`src/rtl/core_pkg.sv`:
```
// rtl/core_pkg.sv - shared fetch-FSM state type and instruction size
package core_pkg;

  typedef enum logic [1:0] {
    ST_BOOT = 2'd0,
    ST_RUN  = 2'd1,
    ST_HALT = 2'd2
  } pc_state_e;

  localparam int ILEN_BYTES = 4;

endpackage

```
`src/rtl/pc_gen_if.sv`:
```
// rtl/pc_gen_if.sv - fetch address handshake between pc_gen and the fetch stage
interface pc_gen_if #(
  parameter int XLEN = 64
);
  logic            fetch_valid_o;
  logic            fetch_ready_i;
  logic [XLEN-1:0] pc_o;

  modport master (output fetch_valid_o, output pc_o, input fetch_ready_i);
  modport slave  (input fetch_valid_o, input pc_o, output fetch_ready_i);
endinterface

```
`src/rtl/wrap_counter.sv`:
```
// rtl/wrap_counter.sv - free-running counter that wraps modulo 2^W
module wrap_counter #(
  parameter int W = 64
) (
  input  logic         clk_i,
  input  logic         rst_ni,
  input  logic         inc_i,
  output logic [W-1:0] cnt_o
);

  always_ff @(posedge clk_i or negedge rst_ni) begin
    if (!rst_ni) begin
      cnt_o <= '0;
    end else if (inc_i) begin
      cnt_o <= cnt_o + W'(1);
    end
  end

endmodule

```
`src/rtl/pc_gen.sv`:
```
// rtl/pc_gen.sv - program counter generator with boot/run/halt FSM and perf counters
module pc_gen
  import core_pkg::*;
#(
  parameter int              XLEN      = 64,
  parameter logic [XLEN-1:0] RESET_VEC = XLEN'(64'h8000_0000),
  parameter int              CNT_W     = 64
) (
  input  logic             clk_i,
  input  logic             rst_ni,
  pc_gen_if.master         fetch,
  input  logic             redirect_valid_i,
  input  logic [XLEN-1:0]  redirect_pc_i,
  input  logic             trap_valid_i,
  input  logic [XLEN-1:0]  trap_pc_i,
  input  logic             halt_i,
  input  logic             retire_i,
  output logic             misalign_o,
  output logic [CNT_W-1:0] cycle_o,
  output logic [CNT_W-1:0] instret_o,
  output logic [1:0]       state_o
);

  pc_state_e       state_q;
  logic [XLEN-1:0] pc_q;
  logic            valid_q;
  logic            misalign_q;

  logic            redirect_aligned;
  logic [XLEN-1:0] trap_target;
  logic [XLEN-1:0] pc_seq;

  assign redirect_aligned = (redirect_pc_i[1:0] == 2'b00);
  assign trap_target      = {trap_pc_i[XLEN-1:2], 2'b00};
  assign pc_seq           = pc_q + XLEN'(ILEN_BYTES);

  always_ff @(posedge clk_i or negedge rst_ni) begin
    if (!rst_ni) begin
      state_q    <= ST_BOOT;
      pc_q       <= RESET_VEC;
      valid_q    <= 1'b0;
      misalign_q <= 1'b0;
    end else begin
      misalign_q <= 1'b0;
      case (state_q)
        ST_BOOT: begin
          if (trap_valid_i) pc_q <= trap_target;
          state_q <= ST_RUN;
          valid_q <= 1'b1;
        end
        ST_RUN: begin
          if (trap_valid_i) begin
            pc_q <= trap_target;
          end else if (redirect_valid_i) begin
            // A halt request does not cancel a redirect arriving in the same cycle
            if (redirect_aligned) pc_q <= redirect_pc_i;
            else                  misalign_q <= 1'b1;
            if (halt_i) begin
              state_q <= ST_HALT;
              valid_q <= 1'b0;
            end
          end else if (halt_i) begin
            state_q <= ST_HALT;
            valid_q <= 1'b0;
          end else if (fetch.fetch_ready_i) begin
            pc_q <= pc_seq;
          end
        end
        ST_HALT: begin
          if (trap_valid_i) pc_q <= trap_target;
          if (trap_valid_i || !halt_i) begin
            state_q <= ST_RUN;
            valid_q <= 1'b1;
          end
        end
        default: begin
          state_q <= ST_BOOT;
          valid_q <= 1'b0;
        end
      endcase
    end
  end

  assign fetch.fetch_valid_o = valid_q;
  assign fetch.pc_o          = pc_q;
  assign misalign_o          = misalign_q;
  assign state_o             = state_q;

  wrap_counter #(.W(CNT_W)) u_cycle (
    .clk_i  (clk_i),
    .rst_ni (rst_ni),
    .inc_i  (1'b1),
    .cnt_o  (cycle_o)
  );

  wrap_counter #(.W(CNT_W)) u_instret (
    .clk_i  (clk_i),
    .rst_ni (rst_ni),
    .inc_i  (retire_i),
    .cnt_o  (instret_o)
  );

endmodule

```
`src/flat_wrapper.sv`:
```
// flat-port wrapper written by rule: the top's interface ports become plain ports
module pc_gen_flat import core_pkg::*;
#(
  parameter int              XLEN      = 64,
  parameter logic [XLEN-1:0] RESET_VEC = XLEN'(64'h8000_0000),
  parameter int              CNT_W     = 64
)
  (clk_i, rst_ni, redirect_valid_i, redirect_pc_i, trap_valid_i, trap_pc_i, halt_i, retire_i, misalign_o, cycle_o, instret_o, state_o, fetch_fetch_valid_o, fetch_pc_o, fetch_fetch_ready_i);
  pc_gen_if #(.XLEN(XLEN)) fetch_i ();
  input  logic clk_i;
  input  logic rst_ni;
  input  logic redirect_valid_i;
  input  logic [XLEN-1:0] redirect_pc_i;
  input  logic trap_valid_i;
  input  logic [XLEN-1:0] trap_pc_i;
  input  logic halt_i;
  input  logic retire_i;
  output logic misalign_o;
  output logic [CNT_W-1:0] cycle_o;
  output logic [CNT_W-1:0] instret_o;
  output logic [1:0] state_o;
  output wire logic [$bits(fetch_i.fetch_valid_o)-1:0] fetch_fetch_valid_o;
  output wire logic [$bits(fetch_i.pc_o)-1:0] fetch_pc_o;
  input wire logic [$bits(fetch_i.fetch_ready_i)-1:0] fetch_fetch_ready_i;
  assign fetch_fetch_valid_o = fetch_i.fetch_valid_o;
  assign fetch_pc_o = fetch_i.pc_o;
  assign fetch_i.fetch_ready_i = fetch_fetch_ready_i;
  pc_gen #(.XLEN(XLEN), .RESET_VEC(RESET_VEC), .CNT_W(CNT_W)) u_core (.clk_i(clk_i), .rst_ni(rst_ni), .fetch(fetch_i), .redirect_valid_i(redirect_valid_i), .redirect_pc_i(redirect_pc_i), .trap_valid_i(trap_valid_i), .trap_pc_i(trap_pc_i), .halt_i(halt_i), .retire_i(retire_i), .misalign_o(misalign_o), .cycle_o(cycle_o), .instret_o(instret_o), .state_o(state_o));
endmodule
```
`config.mk`:
```
export PLATFORM = sky130hd
export DESIGN_NAME = pc_gen_flat
export DESIGN_NICKNAME = d
export VERILOG_FILES = /design/src/rtl/core_pkg.sv /design/src/rtl/pc_gen_if.sv /design/src/rtl/wrap_counter.sv /design/src/rtl/pc_gen.sv /design/src/flat_wrapper.sv
export SDC_FILE = /design/constraint.sdc
export NUM_CORES = 1
export LEC_CHECK = 0
export CELL_PAD_IN_SITES_DETAIL_PLACEMENT = 1
export CELL_PAD_IN_SITES_GLOBAL_PLACEMENT = 1
export CORE_MARGIN = 4
export CORE_UTILIZATION = 38
export DETAILED_ROUTE_END_ITERATION = 8
export PLACE_DENSITY = 0.95
export SLEW_MARGIN = 10
export SYNTH_ARGS = -nofsm -noshare
export SYNTH_HDL_FRONTEND = slang
export SYNTH_SLANG_ARGS = --single-unit
export TNS_END_PERCENT = 20
```
`constraint.sdc`:
```
create_clock -name clk_i -period 3.8 [get_ports clk_i]
set_clock_uncertainty 0.05 [all_clocks]
set_input_delay 0.76 -clock clk_i [delete_from_list [all_inputs] [get_ports clk_i]]
set_output_delay 0.76 -clock clk_i [all_outputs]
set_load 0.1 [all_outputs]
```
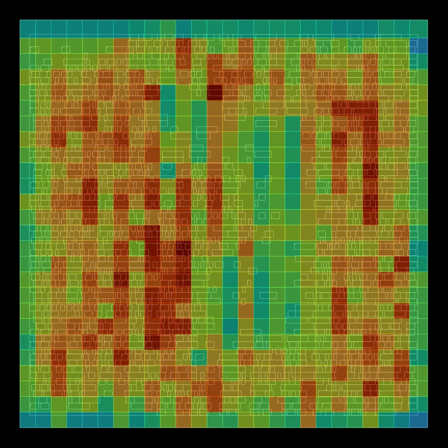
(images/congestion_map.png)
Total GRT Usage: 0.266
grt met2 use: 0.471
met3 Usage GRT: 0.0517
wire length per cell: 22.4 µm

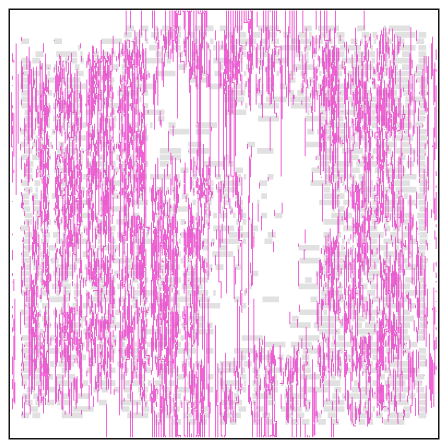
(images/m2.png)
The wires run mostly vertical. The longest straight run is 69.0 µm. The layer carries 22.5 mm of wire. 1577 nets have wire on it. The layer holds 51% of the routed length.

==> flow_summary.json <==
{
  "synth_flops": 196,
  "max_stage_delay_ps": 590,
  "die_h_um": 180,
  "outcome": "finished clean",
  "p_int_mw": 4.03,
  "io_pins": 331,
  "yosysTopAreaCell": "dfrtp_1",
  "hp-class": "input pin to async pin",
  "max-vdd-ir-drop_uv": 436,
  "ant_nets": 0,
  "log.warning_count": 30,
  "p_leak_nw": 6.52,
  "clock_sinks": 196,
  "cts_max_level": 4,
  "yosys_warnings": 0,
  "p_sw_mw": 3.98,
  "dieArea_um2": 32600,
  "drive_above_1_share": 0.0683,
  "core_region_area_um2": 29000,
  "synthTopCellsByArea": "dfrtp_1, xnor2_1, nand2_1, nand3_1, nand4_1",
  "hpwlAfterDp_mm": 33.7,
  "final.period_utilization": 0.816,
  "r2r.worst_path.cells": 5,
  "cp-start-kind": "input pin",
  "cap_violations": 0,
  "top_cell": "dfrtp_1",
  "fmax_mhz": 323,
  "cpMaxStageDelayCell": "clkdlybuf4s50_1",
  "p_comb_frac": 0.413,
  "powerDensity_nw_per_um2": 514,
  "tns_ps": 0,
  "drt_wl_total_mm": 44.5,
  "syn-cell-area_um2": 11300,
  "synth-xor-area-share": 0.0976,
  "switching_share": 0.497,
  "worst_pin_slew_ps": 1090,
  "ctsLongestPathBuffers": 2,
  "rsz0062_at_grt": "no",
  "path_cells": "clkdlybuf4s50_1 > nand2b_2 > o32ai_2 > or3_2 > buf_4 > a21oi_1 > a211o_1",
  "synth_cell_types": 71,
  "setup_viol": 0,
  "crit_type": "input pin to register",
  "cp_data_arrival_time_ps": 3370,
  "pwr-share-seq": 0.351,
  "yosys-stat-area_um2": 11300,
  "p_clk_frac": 0.235,
  "clk_latency_ps": 440,
  "compound_area_frac": 0.121,
  "cp_top_family": "buffers and inverters",
  "antenna_found_initial": 2,
  "drt-initial-drc-count": 928,
  "critPathCapture": "u_core.fetch.pc_o[26]",
  "avgSynthCellArea_um2": 8.84,
  "synth_seq_share": 0.434,
  "drc": 0,
  "dpl_cell_area_um2": 15000,
  "timing.rr.end": "u_core.u_cycle.cnt_o[35]",
  "clock_tree.root_cell": "clkbuf_16",
  "slew_headroom": 0.275,
  "cts_tree": "built",
  "top_cells_by_count": "dfrtp_1, nand2_1, nand3_1",
  "hold_violations": 0,
  "postCtsSetupBuffers": 0,
  "die_w_um": 180,
  "worst-path-stages": 7,
  "crit_buf_inv": 2,
  "mux_area_frac": 0.0116,
  "required_ps": 4070,
  "vias": 11700,
  "grt_pass1_wl_mm": 70.7,
  "maxSlewViolCount": 0,
  "drt-pass1-iter-count": 5,
  "edf_count": 0,
  "synth_cells": 1278,
  "adder_share": 0.00421,
  "simple_gate_share": 0.296,
  "grt_pass1_vias": 12300,
  "ys.flop_type": "dfrtp_1",
  "cts_hold_buf": 0,
  "clkTransAtPathRegs_ps": 90,
  "syn_to_final_growth_pct": 37.8,
  "row_count": 62,
  "nets": 1722,
  "reg2reg_slack_ps": 990,
  "syn-num-nets": 1416,
  "vias_per_cell": 5.89,
  "cp_max_fo": 33,
  "synth.top_cell.area_share": 0.432,
  "finalCriticalPeriod_ps": 3100,
  "initCoreUtil": 0.390
}
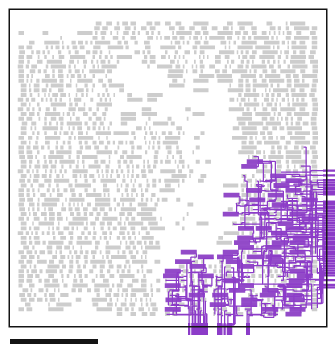
(images/port_trees.png)
The bar under the picture is 50 µm long.
Purple is cycle_o, bits 64, direction output, edge 44 east, 20 south, end cells 64, buffers 64, wire 3770 µm.

-- registers in the layout, indices dropped and copies added, names as in the netlist --
name	flops
u_core.fetch.fetch_valid_o	1
u_core.state_o	2
u_core.u_instret.cnt_o	64
u_core.fetch.pc_o	64
u_core.u_cycle.cnt_o	64
u_core.misalign_o	1
-- how the worst min path moves through the flow --
stage	startpoint	to	slack, ps	depth (start not counted)
after floorplan	rst_ni	u_core.fetch.fetch_valid_o	410	0
after global placement	u_core.u_instret.cnt_o[63]	u_core.u_instret.cnt_o[63]	410	1
after detailed placement	u_core.fetch.pc_o[1]	u_core.fetch.pc_o[1]	420	1
after CTS	rst_ni	u_core.u_instret.cnt_o[38]	400	1
after global routing	rst_ni	u_core.u_instret.cnt_o[36]	430	1
final	rst_ni	u_core.u_instret.cnt_o[42]	360	1
-- layout by cell type (no fill, tap or decap), types with 5 or more instances in the layout --
| cell | count |
|---|---|
| or4_1 | 9 |
| nor4_2 | 5 |
| and3_1 | 50 |
| nand2_1 | 146 |
| xnor2_1 | 74 |
| o31a_1 | 5 |
| xor2_1 | 52 |
| clkdlybuf4s50_1 | 294 |
| clkbuf_16 | 17 |
| inv_6 | 6 |
| dfrtp_1 | 195 |
| o31ai_1 | 8 |
| nand4_1 | 77 |
| and4_1 | 20 |
| o21ai_0 | 57 |
| mux2i_1 | 12 |
| nor4_1 | 30 |
| nor3_1 | 33 |
| a22o_1 | 8 |
| o311ai_0 | 8 |
| buf_12 | 5 |
| o211ai_1 | 15 |
| a31oi_1 | 10 |
| buf_4 | 50 |
| a21oi_1 | 53 |
| and2_1 | 13 |
| inv_1 | 33 |
| nor2_1 | 101 |
| clkinv_8 | 5 |
| and4b_1 | 6 |
| o221ai_1 | 5 |
| nand3_1 | 102 |
| or3_1 | 8 |
-- power by group through the flow --
stage / logic (mW) / registers (mW) / clock network, mW
final: 3.31 / 2.81 / 1.89
after global routing: 3.45 / 2.86 / 2.00
after CTS: 3.32 / 2.80 / 1.90
after global placement: 3.26 / 2.81 / 0
after floorplan: 0.683 / 4.36 / 0
after detailed placement: 3.31 / 2.83 / 0
-- stage by stage --
step / worst slack (ps) / hold WS, ps / total power [mW] / utilization / instances
floorplan: 905 / 414 / 5.04 / - / 1278
global placement: 388 / 410 / 6.06 / 0.516 / 1949
detailed placement: 299 / 420 / 6.14 / 0.516 / 1949
CTS: 757 / 398 / 8.02 / 0.537 / 1981
global route: 612 / 434 / 8.31 / 0.537 / 1982
finish: 699 / 360 / 8.01 / 0.537 / 1982
-- final cells by class --
| cell class | count | area (µm²) |
|---|---|---|
| multi-input combinational | 985 | 6030 |
| timing repair buffer | 351 | 3440 |
| sequential | 196 | 4910 |
| fill | 3339 | 13400 |
| clock inverter | 14 | 173 |
| clock buffer | 18 | 429 |
| antenna | 1 | 2.50 |
| inverter | 33 | 124 |
| tap | 384 | 480 |
-- layer usage --
metal  share of wire  GRT usage  up-vias  routed length [µm]
li1                -          -     5293                   -
met1            0.40      0.330     5850               18000
met2            0.51      0.471      462               22500
met3           0.066     0.0517       65                2920
met4           0.022     0.0762        2                 996
met5         0.00016          0        -                   7
No activity file was given, so power comes from the tool's default toggle rates.
